**Run 1: where the registers sit**

The bar under the picture is 20 µm long. Other sequential cells in the stronger gray, the rest of the logic in the fainter gray.
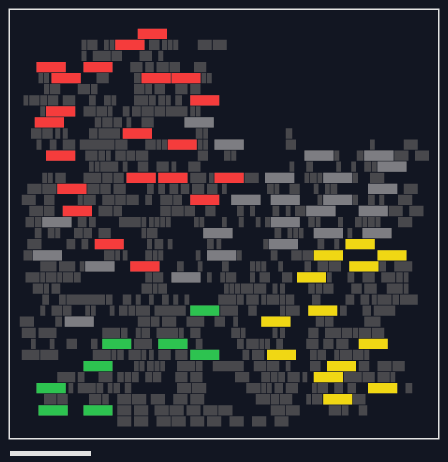
**Run 1: track usage over the die**

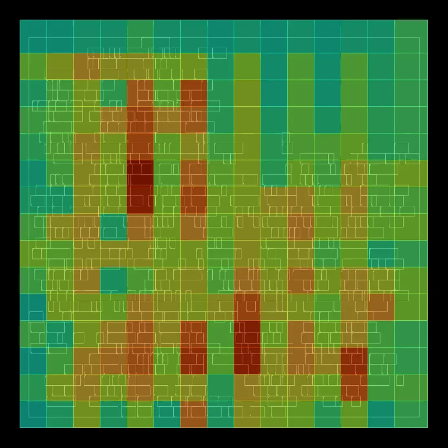
**Run 1: I/O nets highlighted**

The bar under the picture is 20 µm long.
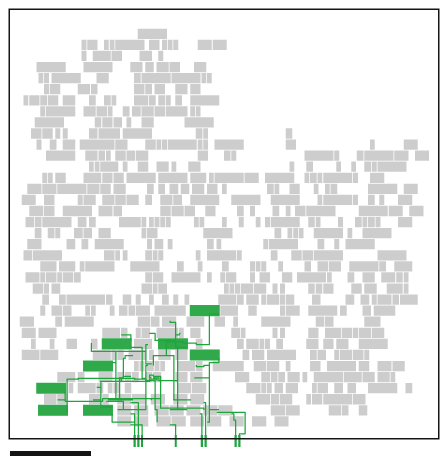
## src/rtl/script_pkg.sv

```systemverilog
// Shared definitions for the script sequencer: opcodes, action codes,
// instruction field positions and FSM state encoding.
package script_pkg;

    localparam logic [1:0] OP_ACT  = 2'b00;
    localparam logic [1:0] OP_WAIT = 2'b01;
    localparam logic [1:0] OP_JMP  = 2'b10;
    localparam logic [1:0] OP_HALT = 2'b11;

    localparam logic [1:0] GET      = 2'd0;
    localparam logic [1:0] PUT      = 2'd1;
    localparam logic [1:0] INTERACT = 2'd2;
    localparam logic [1:0] THROW    = 2'd3;

    localparam int unsigned OP_MSB   = 15;
    localparam int unsigned OP_LSB   = 14;
    localparam int unsigned FUNC_MSB = 13;
    localparam int unsigned FUNC_LSB = 12;
    localparam int unsigned TGT_MSB  = 7;
    localparam int unsigned TGT_LSB  = 0;
    localparam int unsigned CNT_MSB  = 11;
    localparam int unsigned CNT_LSB  = 0;
    localparam int unsigned CNT_W    = CNT_MSB - CNT_LSB + 1;

    typedef enum logic [2:0] {
        S_IDLE,
        S_FETCH,
        S_DECODE,
        S_ISSUE,
        S_WAIT_DONE,
        S_DELAY,
        S_HALTED,
        S_ERROR
    } state_t;

endpackage

```

## src/rtl/script_sequencer_timer.sv

```systemverilog
// Loadable down-counter with a zero flag; holds at zero until reloaded.
module seq_timer
    import script_pkg::*;
#(
    parameter int unsigned WIDTH = 8
) (
    input  logic             clk,
    input  logic             rst,
    input  logic             load,
    input  logic [WIDTH-1:0] value,
    input  logic             dec,
    output logic             zero
);

    logic [WIDTH-1:0] count;

    always_ff @(posedge clk) begin
        if (rst) begin
            count <= '0;
        end else if (load) begin
            count <= value;
        end else if (dec && (count != '0)) begin
            count <= count - 1'b1;
        end
    end

    assign zero = (count == '0);

endmodule

```

## src/rtl/script_sequencer.sv

```systemverilog
// Script sequencer: fetches 16-bit instructions from a synchronous ROM and
// drives the action block one action at a time, with waits, jumps and halt.
module script_sequencer
    import script_pkg::*;
#(
    parameter int unsigned ADDR_W     = 8,
    parameter int unsigned TIMEOUT    = 1000000,
    parameter int unsigned WAIT_SCALE = 1
) (
    input  logic              clk,
    input  logic              rst,
    input  logic              start,
    output logic [ADDR_W-1:0] rom_addr,
    input  logic [15:0]       rom_data,
    output logic              act_en,
    output logic [1:0]        act_func,
    output logic [7:0]        act_target,
    input  logic              act_done,
    output logic              busy,
    output logic              halted,
    output logic              err_timeout,
    output logic [ADDR_W-1:0] pc
);

    localparam int unsigned     TMO_W    = $clog2(TIMEOUT) + 1;
    localparam int unsigned     DLY_W    = CNT_W + $clog2(WAIT_SCALE) + 1;
    localparam logic [TMO_W-1:0] TMO_LOAD = TMO_W'(TIMEOUT - 1);

    state_t            state, state_next;
    logic [ADDR_W-1:0] pc_next;
    logic              act_en_next;
    logic [1:0]        act_func_next;
    logic [7:0]        act_target_next;
    logic [1:0]        instr_func, instr_func_next;
    logic [7:0]        instr_target, instr_target_next;

    logic [1:0]        opcode;
    logic [CNT_W-1:0]  wait_count;
    logic [DLY_W-1:0]  dly_value;
    logic              tmo_load, tmo_dec, tmo_zero;
    logic              dly_load, dly_dec, dly_zero;

    // Address is combinational from pc so the ROM word arrives in DECODE.
    assign rom_addr   = pc;
    assign opcode     = rom_data[OP_MSB:OP_LSB];
    assign wait_count = rom_data[CNT_MSB:CNT_LSB];
    // Timer is loaded with N-1 and exits on zero: exactly N DELAY cycles.
    assign dly_value  = DLY_W'(wait_count) * DLY_W'(WAIT_SCALE) - DLY_W'(1);

    assign busy        = !(state inside {S_IDLE, S_HALTED, S_ERROR});
    assign halted      = (state == S_HALTED);
    assign err_timeout = (state == S_ERROR);

    seq_timer #(.WIDTH(TMO_W)) u_tmo_timer (
        .clk   (clk),
        .rst   (rst),
        .load  (tmo_load),
        .value (TMO_LOAD),
        .dec   (tmo_dec),
        .zero  (tmo_zero)
    );

    seq_timer #(.WIDTH(DLY_W)) u_dly_timer (
        .clk   (clk),
        .rst   (rst),
        .load  (dly_load),
        .value (dly_value),
        .dec   (dly_dec),
        .zero  (dly_zero)
    );

    always_ff @(posedge clk) begin
        if (rst) begin
            state        <= S_IDLE;
            pc           <= '0;
            act_en       <= 1'b0;
            act_func     <= GET;
            act_target   <= '0;
            instr_func   <= GET;
            instr_target <= '0;
        end else begin
            state        <= state_next;
            pc           <= pc_next;
            act_en       <= act_en_next;
            act_func     <= act_func_next;
            act_target   <= act_target_next;
            instr_func   <= instr_func_next;
            instr_target <= instr_target_next;
        end
    end

    always_comb begin
        state_next        = state;
        pc_next           = pc;
        act_en_next       = act_en;
        act_func_next     = act_func;
        act_target_next   = act_target;
        instr_func_next   = instr_func;
        instr_target_next = instr_target;
        tmo_load          = 1'b0;
        tmo_dec           = 1'b0;
        dly_load          = 1'b0;
        dly_dec           = 1'b0;

        case (state)
            S_IDLE, S_HALTED, S_ERROR: begin
                if (start) begin
                    pc_next    = '0;
                    state_next = S_FETCH;
                end
            end
            S_FETCH: begin
                state_next = S_DECODE;
            end
            S_DECODE: begin
                instr_func_next   = rom_data[FUNC_MSB:FUNC_LSB];
                instr_target_next = rom_data[TGT_MSB:TGT_LSB];
                case (opcode)
                    OP_ACT: state_next = S_ISSUE;
                    OP_WAIT: begin
                        if (wait_count == '0) begin
                            pc_next    = pc + ADDR_W'(1);
                            state_next = S_FETCH;
                        end else begin
                            dly_load   = 1'b1;
                            state_next = S_DELAY;
                        end
                    end
                    OP_JMP: begin
                        pc_next    = rom_data[ADDR_W-1:0];
                        state_next = S_FETCH;
                    end
                    default: state_next = S_HALTED;
                endcase
            end
            S_ISSUE: begin
                act_func_next   = instr_func;
                act_target_next = instr_target;
                act_en_next     = 1'b1;
                tmo_load        = 1'b1;
                state_next      = S_WAIT_DONE;
            end
            S_WAIT_DONE: begin
                // Completion takes priority over an expiring timeout.
                if (act_done) begin
                    act_en_next = 1'b0;
                    pc_next     = pc + ADDR_W'(1);
                    state_next  = S_FETCH;
                end else if (tmo_zero) begin
                    act_en_next = 1'b0;
                    state_next  = S_ERROR;
                end else begin
                    tmo_dec = 1'b1;
                end
            end
            S_DELAY: begin
                if (dly_zero) begin
                    pc_next    = pc + ADDR_W'(1);
                    state_next = S_FETCH;
                end else begin
                    dly_dec = 1'b1;
                end
            end
            default: state_next = S_IDLE;
        endcase
    end

endmodule

```

## config.mk

```make
export PLATFORM = sky130hd
export DESIGN_NAME = script_sequencer
export DESIGN_NICKNAME = d
export VERILOG_FILES = /design/src/rtl/script_pkg.sv /design/src/rtl/script_sequencer_timer.sv /design/src/rtl/script_sequencer.sv
export SDC_FILE = /design/constraint.sdc
export NUM_CORES = 1
export LEC_CHECK = 0
export ABC_CLOCK_PERIOD_IN_PS = 5400
export CAP_MARGIN = 15
export CELL_PAD_IN_SITES_DETAIL_PLACEMENT = 0
export CELL_PAD_IN_SITES_GLOBAL_PLACEMENT = 1
export CORE_MARGIN = 2
export CORE_UTILIZATION = 40
export CTS_BUF_LIST = sky130_fd_sc_hd__clkbuf_4
export CTS_CLUSTER_SIZE = 40
export DETAILED_ROUTE_END_ITERATION = 8
export PLACE_DENSITY = 0.86
export SLEW_MARGIN = 20
export SYNTH_ARGS = -nofsm -noshare
export SYNTH_HDL_FRONTEND = slang
export SYNTH_HIERARCHICAL = 1
export SYNTH_SLANG_ARGS = --single-unit
export TNS_END_PERCENT = 10
```

## constraint.sdc

```tcl
create_clock -name clk -period 5.4 [get_ports clk]
set_clock_uncertainty 0.05 [all_clocks]
set_input_delay 0.54 -clock clk [delete_from_list [all_inputs] [get_ports clk]]
set_output_delay 0.54 -clock clk [all_outputs]
set_load 0.01 [all_outputs]
```

==> impl_metrics.toml, run 1 <==
# physical design summary
[finish]
comb_area_share_pct = 54.4
buffers = 50
fillers = 976
nets = 574

[yosys]
yosys_warnings = 6
ys_chip_area_um2 = 4090

[flow_run]
drv_cap = 0

[die]
fp-utilization_pct = 41.5

[place]
placed_cell_area_um2 = 4610
gp_congestion = 0.864

[grt]
grt_first_pass_wirelength_um = 16300
grt_overflow = 0
grt_pass1_vias = 3352

[cts]
clock_latency_ns = 0.40
post_cts_resized = 0
cts_root_buf = "clkbuf_4"

[setup_path]
r2r_cells = 11

[outcome]
outcome = "finished, final reports clean"

[route]
vias_per_cell = 5.38
dr_wl_met3_um = 344

[power]
p_leak_nw = 1.56
pg_seq_mw = 0.761

[worst_hold_path]
hold_path_depth = 2
Notes on 'where the registers sit' above:
legend:
  `u_dly_timer/count`:
    color: yellow
    sequential_cells: 13
  `u_tmo_timer/count`:
    color: red
    sequential_cells: 21
  `pc`:
    color: green
    sequential_cells: 8

Notes on 'track usage over the die' above:
post-DR wirelength/cell: 14.0 µm
routing usage on met3: 3.12%

Notes on 'I/O nets highlighted' above:
legend:
  `rom_addr`:
    color: green
    direction: output
    edge: bottom
    end_cells: 8
    buffers: 8
    wire: 407 µm
I/O pins: 50
IO Port Bufs: 49

run 1: cells in the mapped netlist, drive strengths merged (7+ instances only):
cell / instances / area, µm²
dfxtp: 66 / 1320
nand2: 59 / 221
a21oi: 52 / 260
nor2: 50 / 188
a211oi: 30 / 250
xnor2: 24 / 210
clkbuf: 22 / 86.3
buf: 18 / 129
inv: 17 / 63.8
nor4: 15 / 121
nor3: 12 / 60.1
xor2: 12 / 105
ha: 10 / 125
nand3: 10 / 50.1
o21ai: 7 / 38.8
run 1: state kept, by name, indices dropped and copies added (netlist names):
signal	count
act_en	1
pc	8
state	3
u_dly_timer/count	13
instr_func	2
u_tmo_timer/count	21
act_target	8
instr_target	8
act_func	2
run 1: worst paths after layout:
check	start	end	slack [ns]
hold reg to reg	act_target[6]$_SDFFE_PP0N_	act_target[6]$_SDFFE_PP0N_	0.41
setup / recovery	u_tmo_timer/count[0]$_SDFFE_PP0P_	u_tmo_timer/count[11]$_SDFFE_PP0P_	1.88
setup reg to reg	u_tmo_timer/count[0]$_SDFFE_PP0P_	u_tmo_timer/count[11]$_SDFFE_PP0P_	1.88
hold / removal	act_target[6]$_SDFFE_PP0N_	act_target[6]$_SDFFE_PP0N_	0.41
run 1: worst reg2reg max path, cell delays in order (launching register included):
cell and delay (ns):
dfxtp_1 0.41, inv_1 0.08, ha_1 0.19, nor3b_1 0.15, nor4b_4 0.20, and2_4 0.22
nor4_1 0.69, nor4b_2 0.48, nand3_1 0.22, a2111oi_2 0.42, xnor2_1 0.10, a211oi_1 0.23
run 1: cell usage in the layout, fill, tap and decap left out, types with 16 or more instances in the layout:
cell type	Yosys	routed
a211oi_1	25	25
a21oi_1	52	52
clkdlybuf4s50_1	0	48
dfxtp_1	66	66
nand2_1	59	59
nor2_1	50	50
inv_1	17	16
xnor2_1	24	24
conb_1	2	21
==> run 2, diff against run 1 <==
Settings changed: ABC_CLOCK_PERIOD_IN_PS 5400 to 3650.
Clock period 5.4 ns to 3.65 ns, I/O delays scaled along.
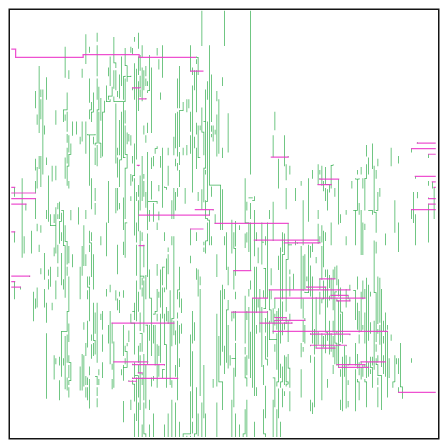
**Above:** run 2 (wiring by layer).
Two of the layers only.
legend:
  met2:
    color: green
    wire_length: 4,300 µm
  met3:
    color: magenta
    wire_length: 402 µm
GRT Total Usage: 18.8%
post-DR wirelength/cell: 14.3 µm
WL final: 9820 µm
vias: 3,683

==> run 2 against run 1 <==
First-iteration DRC count up 21%. Wire length grew 3.0%. Area after synthesis stayed put. Via count grew 0.44%. Total power up 63%. Sequential share of layout area is 0.79 points lower. Count of clock-buffer cells in the layout decreased by 2. Combinational power is 63% higher. Highest routed layer unchanged.
==> impl_metrics.toml, run 2 <==
# physical design summary
[yosys]
ys_chip_area_um2 = 4090
yosys.area_share.simple_pct = 26.9
yosysTopAreaCell = "dfxtp_1"
yosys_warnings = 6
ys_sh_mux_pct = 0.765
top_cells_by_count = "dfxtp_1 (66), nand2_1 (59), a21oi_1 (52)"
yosysTopAreaCellShare_pct = 32.3
synth_dominant_cell_count = "dfxtp_1"

[power]
p_leak_nw = 1.63

[route]
final_antenna_net_count = 0
vias_per_cell = 5.35

[grt]
grt_pass1_vias = 3543
grt_first_pass_wirelength_um = 17300

[finish]
nets = 581
top_register = "u_tmo_timer/count"
lay_top_count = "dfxtp_1"
top_regs = "u_tmo_timer/count: 21 flops, u_dly_timer/count: 13 flops"
fillers = 974

[setup_path]
r2r_cells = 11
r2r_start = "u_tmo_timer/count[0]$_SDFFE_PP0P_"
endpoint = "u_tmo_timer/count[11]$_SDFFE_PP0P_"
end_kind = "register"
slowest_stage = "nor4b_2"
startpoint = "u_tmo_timer/count[0]$_SDFFE_PP0P_"

[cts]
cts.sinks = 66
clock_latency_ns = 0.41

[die]
io_pins = 50
fp-utilization_pct = 41.5

[outcome]
outcome = "finished, final reports clean"

[place]
portBuffers = 49
gp_congestion = 0.841

[flow_run]
drv_cap = 0
## run 2: final cells by class
| cell class | count | area share [%] |
|---|---|---|
| multi-input combinational | 399 | 52.8 |
| sequential | 66 | 27.2 |
| timing repair buffer | 57 | 11.5 |
| tap | 133 | 3.43 |
| clock inverter | 7 | 2.22 |
| clock buffer | 9 | 1.39 |
| inverter | 18 | 1.39 |
## run 2: how the worst min path moves through the flow
stage                                       from                                end  slack, ns  depth (start not counted)
floorplan             instr_func[0]$_SDFFE_PP0P_           act_func[0]$_SDFFE_PP0N_       0.38                          2
global placement    instr_target[5]$_SDFFE_PP0P_         act_target[5]$_SDFFE_PP0N_       0.39                          2
detailed placement  instr_target[3]$_SDFFE_PP0P_         act_target[3]$_SDFFE_PP0N_       0.40                          2
CTS                                          rst  u_dly_timer/count[5]$_SDFFE_PP0P_       0.41                          2
global route        instr_target[5]$_SDFFE_PP0P_         act_target[5]$_SDFFE_PP0N_       0.43                          2
finish              instr_target[5]$_SDFFE_PP0P_         act_target[5]$_SDFFE_PP0N_       0.41                          2
## run 2: power by group
| part | switching, mW | leakage, nW | internal [mW] |
|---|---|---|---|
| sequential | 0.206 | 0.535 | 0.877 |
| combinational | 1.04 | 0.995 | 0.801 |
| clock | 0.276 | 0.0948 | 0.340 |
## run 2: worst max-delay path: cells and delay by family, from the launching register on
kind            cells  cell delay, ns
simple gates        6            1.60
compound gates      2            0.62
flops               1            0.41
xor+xnor            1            0.10
fa+ha+maj           1            0.19
buf+inv             1            0.08
## run 2: repair_timing
action,in CTS,in global routing
setup endpoints to repair,0,2
gates resized,0,1
buffers inserted,0,0
## run 2: metal layers
metal | GRT usage (%) | part of all wire (%)
met5 | 0 | 0
met2 | 29.4 | 44
met4 | 5.90 | 1.3
met3 | 2.81 | 4.1
met1 | 26.4 | 51
Power and IR drop assume default switching activity.
